### src/rtl/exu_decode_stage_if.sv
// exu_decode_stage_if
//   Handshake bundle between the IFU, the decode stage and EXU dispatch.
//   master : upstream/downstream environment (drives i_*, flush, o_ready)
//   slave  : the decode stage (drives i_ready and all decoded o_* fields)
//   flush          : drop buffered and incoming instructions
//   i_valid/i_ready: fetch handshake; i_instr, i_pc, fetch sideband
//   o_valid/o_ready: dispatch handshake; decoded fields of the head entry
interface exu_decode_stage_if #(
   parameter int XLEN        = 32,
   parameter int PC_SIZE     = 32,
   parameter int RFIDX_WIDTH = 5
);
   logic                   flush;
   logic                   i_valid;
   logic                   i_ready;
   logic [31:0]            i_instr;
   logic [PC_SIZE-1:0]     i_pc;
   logic                   i_misalgn;
   logic                   i_buserr;
   logic                   i_prdt_taken;
   logic                   o_valid;
   logic                   o_ready;
   logic [RFIDX_WIDTH-1:0] o_rs1idx;
   logic [RFIDX_WIDTH-1:0] o_rs2idx;
   logic [RFIDX_WIDTH-1:0] o_rdidx;
   logic                   o_rs1en;
   logic                   o_rs2en;
   logic                   o_rdwen;
   logic                   o_rs1x0;
   logic                   o_rs2x0;
   logic [XLEN-1:0]        o_imm;
   logic [PC_SIZE-1:0]     o_pc;
   logic [5:0]             o_class;
   logic [2:0]             o_func3;
   logic [6:0]             o_func7;
   logic                   o_misalgn;
   logic                   o_buserr;
   logic                   o_prdt_taken;

   modport master (
      output flush, i_valid, i_instr, i_pc, i_misalgn, i_buserr, i_prdt_taken, o_ready,
      input  i_ready, o_valid, o_rs1idx, o_rs2idx, o_rdidx, o_rs1en, o_rs2en, o_rdwen,
             o_rs1x0, o_rs2x0, o_imm, o_pc, o_class, o_func3, o_func7,
             o_misalgn, o_buserr, o_prdt_taken
   );

   modport slave (
      input  flush, i_valid, i_instr, i_pc, i_misalgn, i_buserr, i_prdt_taken, o_ready,
      output i_ready, o_valid, o_rs1idx, o_rs2idx, o_rdidx, o_rs1en, o_rs2en, o_rdwen,
             o_rs1x0, o_rs2x0, o_imm, o_pc, o_class, o_func3, o_func7,
             o_misalgn, o_buserr, o_prdt_taken
   );
endinterface

### src/rtl/exu_decode_stage.sv
// exu_decode_stage
//   RV32 decode stage: combinational decode of the fetched word, results
//   stored in a 2-entry skid FIFO, head entry drives the dispatch outputs.
//   Ports: clk, rst (synchronous, active high), bus (exu_decode_stage_if.slave)
//   Build option: define EXU_DEC_MULDIV_EN to decode OP/func7=0000001 as
//   muldiv; otherwise that encoding is illegal and o_class[4] stays 0.
//   o_class one-hot: {csr, muldiv, lsu, bjp, alu, ilegl}
module exu_decode_stage #(
   parameter int XLEN        = 32,
   parameter int PC_SIZE     = 32,
   parameter int RFIDX_WIDTH = 5
) (
   input logic                clk,
   input logic                rst,
   exu_decode_stage_if.slave  bus
);

`ifdef EXU_DEC_MULDIV_EN
   localparam bit MULDIV_EN = 1'b1;
`else
   localparam bit MULDIV_EN = 1'b0;
`endif

   localparam int CLS_ILEGL  = 0;
   localparam int CLS_ALU    = 1;
   localparam int CLS_BJP    = 2;
   localparam int CLS_LSU    = 3;
   localparam int CLS_MULDIV = 4;
   localparam int CLS_CSR    = 5;

   typedef struct packed {
      logic [RFIDX_WIDTH-1:0] rs1idx;
      logic [RFIDX_WIDTH-1:0] rs2idx;
      logic [RFIDX_WIDTH-1:0] rdidx;
      logic                   rs1en;
      logic                   rs2en;
      logic                   rdwen;
      logic [XLEN-1:0]        imm;
      logic [PC_SIZE-1:0]     pc;
      logic [5:0]             cls;
      logic [2:0]             func3;
      logic [6:0]             func7;
      logic                   misalgn;
      logic                   buserr;
      logic                   prdt_taken;
   } dec_t;

   logic [31:0]     ins;
   logic [6:0]      opcode;
   logic [2:0]      f3;
   logic [6:0]      f7;
   logic [XLEN-1:0] imm_i, imm_s, imm_b, imm_u, imm_j;
   logic            legal;
   dec_t            dec;
   dec_t            head;
   dec_t            mem [2];
   logic [1:0]      count;
   logic            wr_ptr, rd_ptr;
   logic            push, pop;

   assign ins    = bus.i_instr;
   assign opcode = ins[6:0];
   assign f3     = ins[14:12];
   assign f7     = ins[31:25];

   // signed casts give the sign extension to XLEN for free
   assign imm_i = XLEN'($signed(ins[31:20]));
   assign imm_s = XLEN'($signed({ins[31:25], ins[11:7]}));
   assign imm_b = XLEN'($signed({ins[31], ins[7], ins[30:25], ins[11:8], 1'b0}));
   assign imm_u = XLEN'($signed({ins[31:12], 12'b0}));
   assign imm_j = XLEN'($signed({ins[31], ins[19:12], ins[20], ins[30:21], 1'b0}));

   always_comb begin
      dec            = '0;
      legal          = 1'b1;
      dec.rs1idx     = RFIDX_WIDTH'(ins[19:15]);
      dec.rs2idx     = RFIDX_WIDTH'(ins[24:20]);
      dec.rdidx      = RFIDX_WIDTH'(ins[11:7]);
      dec.func3      = f3;
      dec.func7      = f7;
      dec.pc         = bus.i_pc;
      dec.misalgn    = bus.i_misalgn;
      dec.buserr     = bus.i_buserr;
      dec.prdt_taken = bus.i_prdt_taken;
      case (opcode)
         7'b0110111, 7'b0010111: begin
            dec.cls[CLS_ALU] = 1'b1; dec.imm = imm_u; dec.rdwen = 1'b1;
         end
         7'b1101111: begin
            dec.cls[CLS_BJP] = 1'b1; dec.imm = imm_j; dec.rdwen = 1'b1;
         end
         7'b1100111: begin
            legal = (f3 == 3'b000);
            dec.cls[CLS_BJP] = 1'b1; dec.imm = imm_i; dec.rs1en = 1'b1; dec.rdwen = 1'b1;
         end
         7'b1100011: begin
            legal = (f3[2:1] != 2'b01);
            dec.cls[CLS_BJP] = 1'b1; dec.imm = imm_b; dec.rs1en = 1'b1; dec.rs2en = 1'b1;
         end
         7'b0000011: begin
            legal = (f3 != 3'b011) && (f3 != 3'b110) && (f3 != 3'b111);
            dec.cls[CLS_LSU] = 1'b1; dec.imm = imm_i; dec.rs1en = 1'b1; dec.rdwen = 1'b1;
         end
         7'b0100011: begin
            legal = (f3[2] == 1'b0) && (f3 != 3'b011);
            dec.cls[CLS_LSU] = 1'b1; dec.imm = imm_s; dec.rs1en = 1'b1; dec.rs2en = 1'b1;
         end
         7'b0010011: begin
            // only the shift encodings constrain func7
            if (f3 == 3'b001)      legal = (f7 == 7'b0000000);
            else if (f3 == 3'b101) legal = (f7 == 7'b0000000) || (f7 == 7'b0100000);
            dec.cls[CLS_ALU] = 1'b1; dec.imm = imm_i; dec.rs1en = 1'b1; dec.rdwen = 1'b1;
         end
         7'b0110011: begin
            dec.rs1en = 1'b1; dec.rs2en = 1'b1; dec.rdwen = 1'b1;
            if ((f7 == 7'b0000000) || ((f7 == 7'b0100000) && ((f3 == 3'b000) || (f3 == 3'b101))))
               dec.cls[CLS_ALU] = 1'b1;
            else if ((f7 == 7'b0000001) && MULDIV_EN)
               dec.cls[CLS_MULDIV] = 1'b1;
            else
               legal = 1'b0;
         end
         7'b1110011: begin
            dec.cls[CLS_CSR] = 1'b1; dec.imm = imm_i; dec.rs1en = 1'b1; dec.rdwen = 1'b1;
         end
         default: legal = 1'b0;
      endcase
      if (!legal) begin
         dec.cls            = '0;
         dec.cls[CLS_ILEGL] = 1'b1;
         dec.imm            = '0;
         dec.rs1en          = 1'b0;
         dec.rs2en          = 1'b0;
         dec.rdwen          = 1'b0;
      end
      // a faulted fetch carries a meaningless word: its fault wins over ilegl
      if (bus.i_misalgn || bus.i_buserr) dec.cls[CLS_ILEGL] = 1'b0;
      if (dec.rdidx == '0) dec.rdwen = 1'b0;
   end

   assign bus.i_ready = ~rst & (count != 2'd2);
   assign bus.o_valid = (count != 2'd0);
   assign push        = bus.i_valid & bus.i_ready;
   assign pop         = bus.o_valid & bus.o_ready;

   always_ff @(posedge clk) begin
      if (rst) begin
         count  <= 2'd0;
         wr_ptr <= 1'b0;
         rd_ptr <= 1'b0;
         mem[0] <= '0;
         mem[1] <= '0;
      end else if (bus.flush) begin
         count  <= 2'd0;
         wr_ptr <= 1'b0;
         rd_ptr <= 1'b0;
      end else begin
         if (push) begin
            mem[wr_ptr] <= dec;
            wr_ptr      <= ~wr_ptr;
         end
         if (pop) rd_ptr <= ~rd_ptr;
         count <= count + {1'b0, push} - {1'b0, pop};
      end
   end

   assign head             = mem[rd_ptr];
   assign bus.o_rs1idx     = head.rs1idx;
   assign bus.o_rs2idx     = head.rs2idx;
   assign bus.o_rdidx      = head.rdidx;
   assign bus.o_rs1en      = head.rs1en;
   assign bus.o_rs2en      = head.rs2en;
   assign bus.o_rdwen      = head.rdwen;
   assign bus.o_rs1x0      = (head.rs1idx == '0);
   assign bus.o_rs2x0      = (head.rs2idx == '0);
   assign bus.o_imm        = head.imm;
   assign bus.o_pc         = head.pc;
   assign bus.o_class      = head.cls;
   assign bus.o_func3      = head.func3;
   assign bus.o_func7      = head.func7;
   assign bus.o_misalgn    = head.misalgn;
   assign bus.o_buserr     = head.buserr;
   assign bus.o_prdt_taken = head.prdt_taken;

endmodule
### src/flat_wrapper.sv
// flat-port wrapper written by rule: the top's interface ports become plain ports
module exu_decode_stage_flat 
#(
   parameter int XLEN        = 32,
   parameter int PC_SIZE     = 32,
   parameter int RFIDX_WIDTH = 5
)
  (clk, rst, bus_flush, bus_i_valid, bus_i_instr, bus_i_pc, bus_i_misalgn, bus_i_buserr, bus_i_prdt_taken, bus_o_ready, bus_i_ready, bus_o_valid, bus_o_rs1idx, bus_o_rs2idx, bus_o_rdidx, bus_o_rs1en, bus_o_rs2en, bus_o_rdwen, bus_o_rs1x0, bus_o_rs2x0, bus_o_imm, bus_o_pc, bus_o_class, bus_o_func3, bus_o_func7, bus_o_misalgn, bus_o_buserr, bus_o_prdt_taken);
  exu_decode_stage_if #(.XLEN(XLEN), .PC_SIZE(PC_SIZE), .RFIDX_WIDTH(RFIDX_WIDTH)) bus_i ();
  input logic clk;
  input logic rst;
  input wire logic [$bits(bus_i.flush)-1:0] bus_flush;
  input wire logic [$bits(bus_i.i_valid)-1:0] bus_i_valid;
  input wire logic [$bits(bus_i.i_instr)-1:0] bus_i_instr;
  input wire logic [$bits(bus_i.i_pc)-1:0] bus_i_pc;
  input wire logic [$bits(bus_i.i_misalgn)-1:0] bus_i_misalgn;
  input wire logic [$bits(bus_i.i_buserr)-1:0] bus_i_buserr;
  input wire logic [$bits(bus_i.i_prdt_taken)-1:0] bus_i_prdt_taken;
  input wire logic [$bits(bus_i.o_ready)-1:0] bus_o_ready;
  output wire logic [$bits(bus_i.i_ready)-1:0] bus_i_ready;
  output wire logic [$bits(bus_i.o_valid)-1:0] bus_o_valid;
  output wire logic [$bits(bus_i.o_rs1idx)-1:0] bus_o_rs1idx;
  output wire logic [$bits(bus_i.o_rs2idx)-1:0] bus_o_rs2idx;
  output wire logic [$bits(bus_i.o_rdidx)-1:0] bus_o_rdidx;
  output wire logic [$bits(bus_i.o_rs1en)-1:0] bus_o_rs1en;
  output wire logic [$bits(bus_i.o_rs2en)-1:0] bus_o_rs2en;
  output wire logic [$bits(bus_i.o_rdwen)-1:0] bus_o_rdwen;
  output wire logic [$bits(bus_i.o_rs1x0)-1:0] bus_o_rs1x0;
  output wire logic [$bits(bus_i.o_rs2x0)-1:0] bus_o_rs2x0;
  output wire logic [$bits(bus_i.o_imm)-1:0] bus_o_imm;
  output wire logic [$bits(bus_i.o_pc)-1:0] bus_o_pc;
  output wire logic [$bits(bus_i.o_class)-1:0] bus_o_class;
  output wire logic [$bits(bus_i.o_func3)-1:0] bus_o_func3;
  output wire logic [$bits(bus_i.o_func7)-1:0] bus_o_func7;
  output wire logic [$bits(bus_i.o_misalgn)-1:0] bus_o_misalgn;
  output wire logic [$bits(bus_i.o_buserr)-1:0] bus_o_buserr;
  output wire logic [$bits(bus_i.o_prdt_taken)-1:0] bus_o_prdt_taken;
  assign bus_i.flush = bus_flush;
  assign bus_i.i_valid = bus_i_valid;
  assign bus_i.i_instr = bus_i_instr;
  assign bus_i.i_pc = bus_i_pc;
  assign bus_i.i_misalgn = bus_i_misalgn;
  assign bus_i.i_buserr = bus_i_buserr;
  assign bus_i.i_prdt_taken = bus_i_prdt_taken;
  assign bus_i.o_ready = bus_o_ready;
  assign bus_i_ready = bus_i.i_ready;
  assign bus_o_valid = bus_i.o_valid;
  assign bus_o_rs1idx = bus_i.o_rs1idx;
  assign bus_o_rs2idx = bus_i.o_rs2idx;
  assign bus_o_rdidx = bus_i.o_rdidx;
  assign bus_o_rs1en = bus_i.o_rs1en;
  assign bus_o_rs2en = bus_i.o_rs2en;
  assign bus_o_rdwen = bus_i.o_rdwen;
  assign bus_o_rs1x0 = bus_i.o_rs1x0;
  assign bus_o_rs2x0 = bus_i.o_rs2x0;
  assign bus_o_imm = bus_i.o_imm;
  assign bus_o_pc = bus_i.o_pc;
  assign bus_o_class = bus_i.o_class;
  assign bus_o_func3 = bus_i.o_func3;
  assign bus_o_func7 = bus_i.o_func7;
  assign bus_o_misalgn = bus_i.o_misalgn;
  assign bus_o_buserr = bus_i.o_buserr;
  assign bus_o_prdt_taken = bus_i.o_prdt_taken;
  exu_decode_stage #(.XLEN(XLEN), .PC_SIZE(PC_SIZE), .RFIDX_WIDTH(RFIDX_WIDTH)) u_core (.clk(clk), .rst(rst), .bus(bus_i));
endmodule
### config.mk
export PLATFORM = sky130hd
export DESIGN_NAME = exu_decode_stage_flat
export DESIGN_NICKNAME = d
export VERILOG_FILES = /design/src/rtl/exu_decode_stage_if.sv /design/src/rtl/exu_decode_stage.sv /design/src/flat_wrapper.sv
export SDC_FILE = /design/constraint.sdc
export NUM_CORES = 1
export LEC_CHECK = 0
export CORE_ASPECT_RATIO = 1.25
export CORE_UTILIZATION = 33
export DETAILED_ROUTE_END_ITERATION = 7
export PLACE_DENSITY = 0.55
export SLEW_MARGIN = 20
export SYNTH_ARGS = -nofsm -noshare
export SYNTH_HDL_FRONTEND = slang
export SYNTH_SLANG_ARGS = --single-unit
### constraint.sdc
create_clock -name clk -period 3.7 [get_ports clk]
set_clock_uncertainty 0.15 [all_clocks]
set_input_delay 0.555 -clock clk [delete_from_list [all_inputs] [get_ports clk]]
set_output_delay 0.555 -clock clk [all_outputs]
set_load 0.05 [all_outputs]
io_fan.png
Scale: 1.5 px per um.
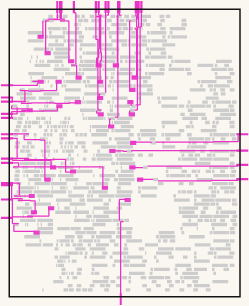
| colour | port | direction | end cells | buffers | wire |
|---|---|---|---|---|---|
| magenta | `bus_o_imm` | output | 32 | 32 | 1670 um |
num ports: 177
Port Buffers: 175

io_placement.png
Scale: 2 px per um. Pins as bars across the die edge, other pins in grey.
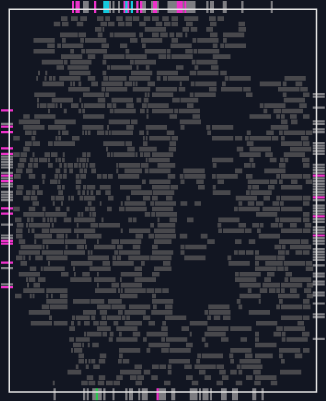
| colour | port | pins | direction | edge |
|---|---|---|---|---|
| green | `bus_o_valid` | 1 | output | bottom |
| cyan | `bus_o_rs1idx` | 5 | output | top |
| magenta | `bus_o_imm` | 32 | output | 14 top, 13 left, 4 right, 1 bottom |
die width: 153 um
Die Ht: 191 um

layer_met2.png
Scale: 2 px per um.
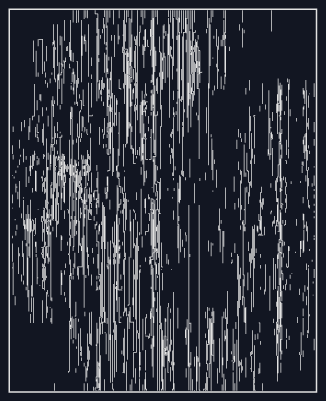
longest straight run: 92.5 um
share of all routed wire: 50%

wires.png
Scale: 1.5 px per um. Only two layers are drawn.
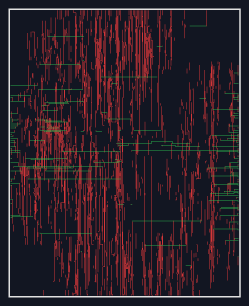
| colour | layer | wire length |
|---|---|---|
| red | metal 2 | 11700 um |
| green | metal 3 | 1390 um |

placement.png
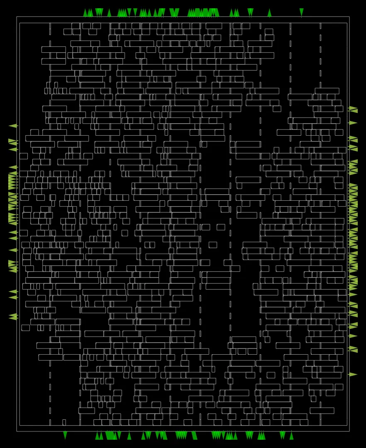
Core Region: 27800 um2
Non-Filler Instances: 1225

==> impl_metrics.yaml <==
# physical design summary
status:
  status: "completed"
clock_tree:
  worstSkewPairLatency_ns: 0.51
  ctsResizeCount: 0
  post_cts_buffers: 0
  cts_tree: "done"
timing:
  setup_ws_ns: 0.507
  setup_viol: 0
  fmaxAchievable_mhz: 313
  min_period_over_period: 0.863
  hold_viol_final: 0
placed_design:
  dp_cells: 1182
  hpwl_um: 15100
  placed_cell_area_um2: 11600
detailed_routing:
  routedWlPerCell_um: 19.3
  wl_met3_um: 1390
finish:
  nNetsFinal: 932
  lay_top_count: "edfxtp_1"
  n_all_buffers: 194
  n_antenna_cell: 0
  regArea_um2: 6110
power:
  power.group.top: "sequential cells"
  p_comb_frac: 0.138
  peakVddDrop_v: 0.000318
  p_int_w: 0.00438
  clkPwrFrac: 0.402
  powerComb_w: 0.000804
  p_seq_frac: 0.460
grt:
  met2_usage: 0.273
  grt_usage: 0.158
  grt_use_met3: 0.0316
  grt-ovfl-total: 0
  grt_pass1_vias: 5945
logic_synthesis:
  ys_top_logic_family: "simple AND/OR/NAND/NOR gates"
  ys_sh_xor: 0.00466
  synth.avg_cell_area_um2: 13.8
  ys_seq_share: 0.650
  synthesis.area_um2: 9390
  ys_warn_count: 0
worst_setup_path:
  rr_worst_depth: 7
  cp.depth: 5
  required_ns: 2.99
  worstSetupEndpointType: "output pin"
  cpPeakStageDelay_ns: 0.52
die:
  fp_util: 0.338
Power is estimated from default activity; no workload was simulated.
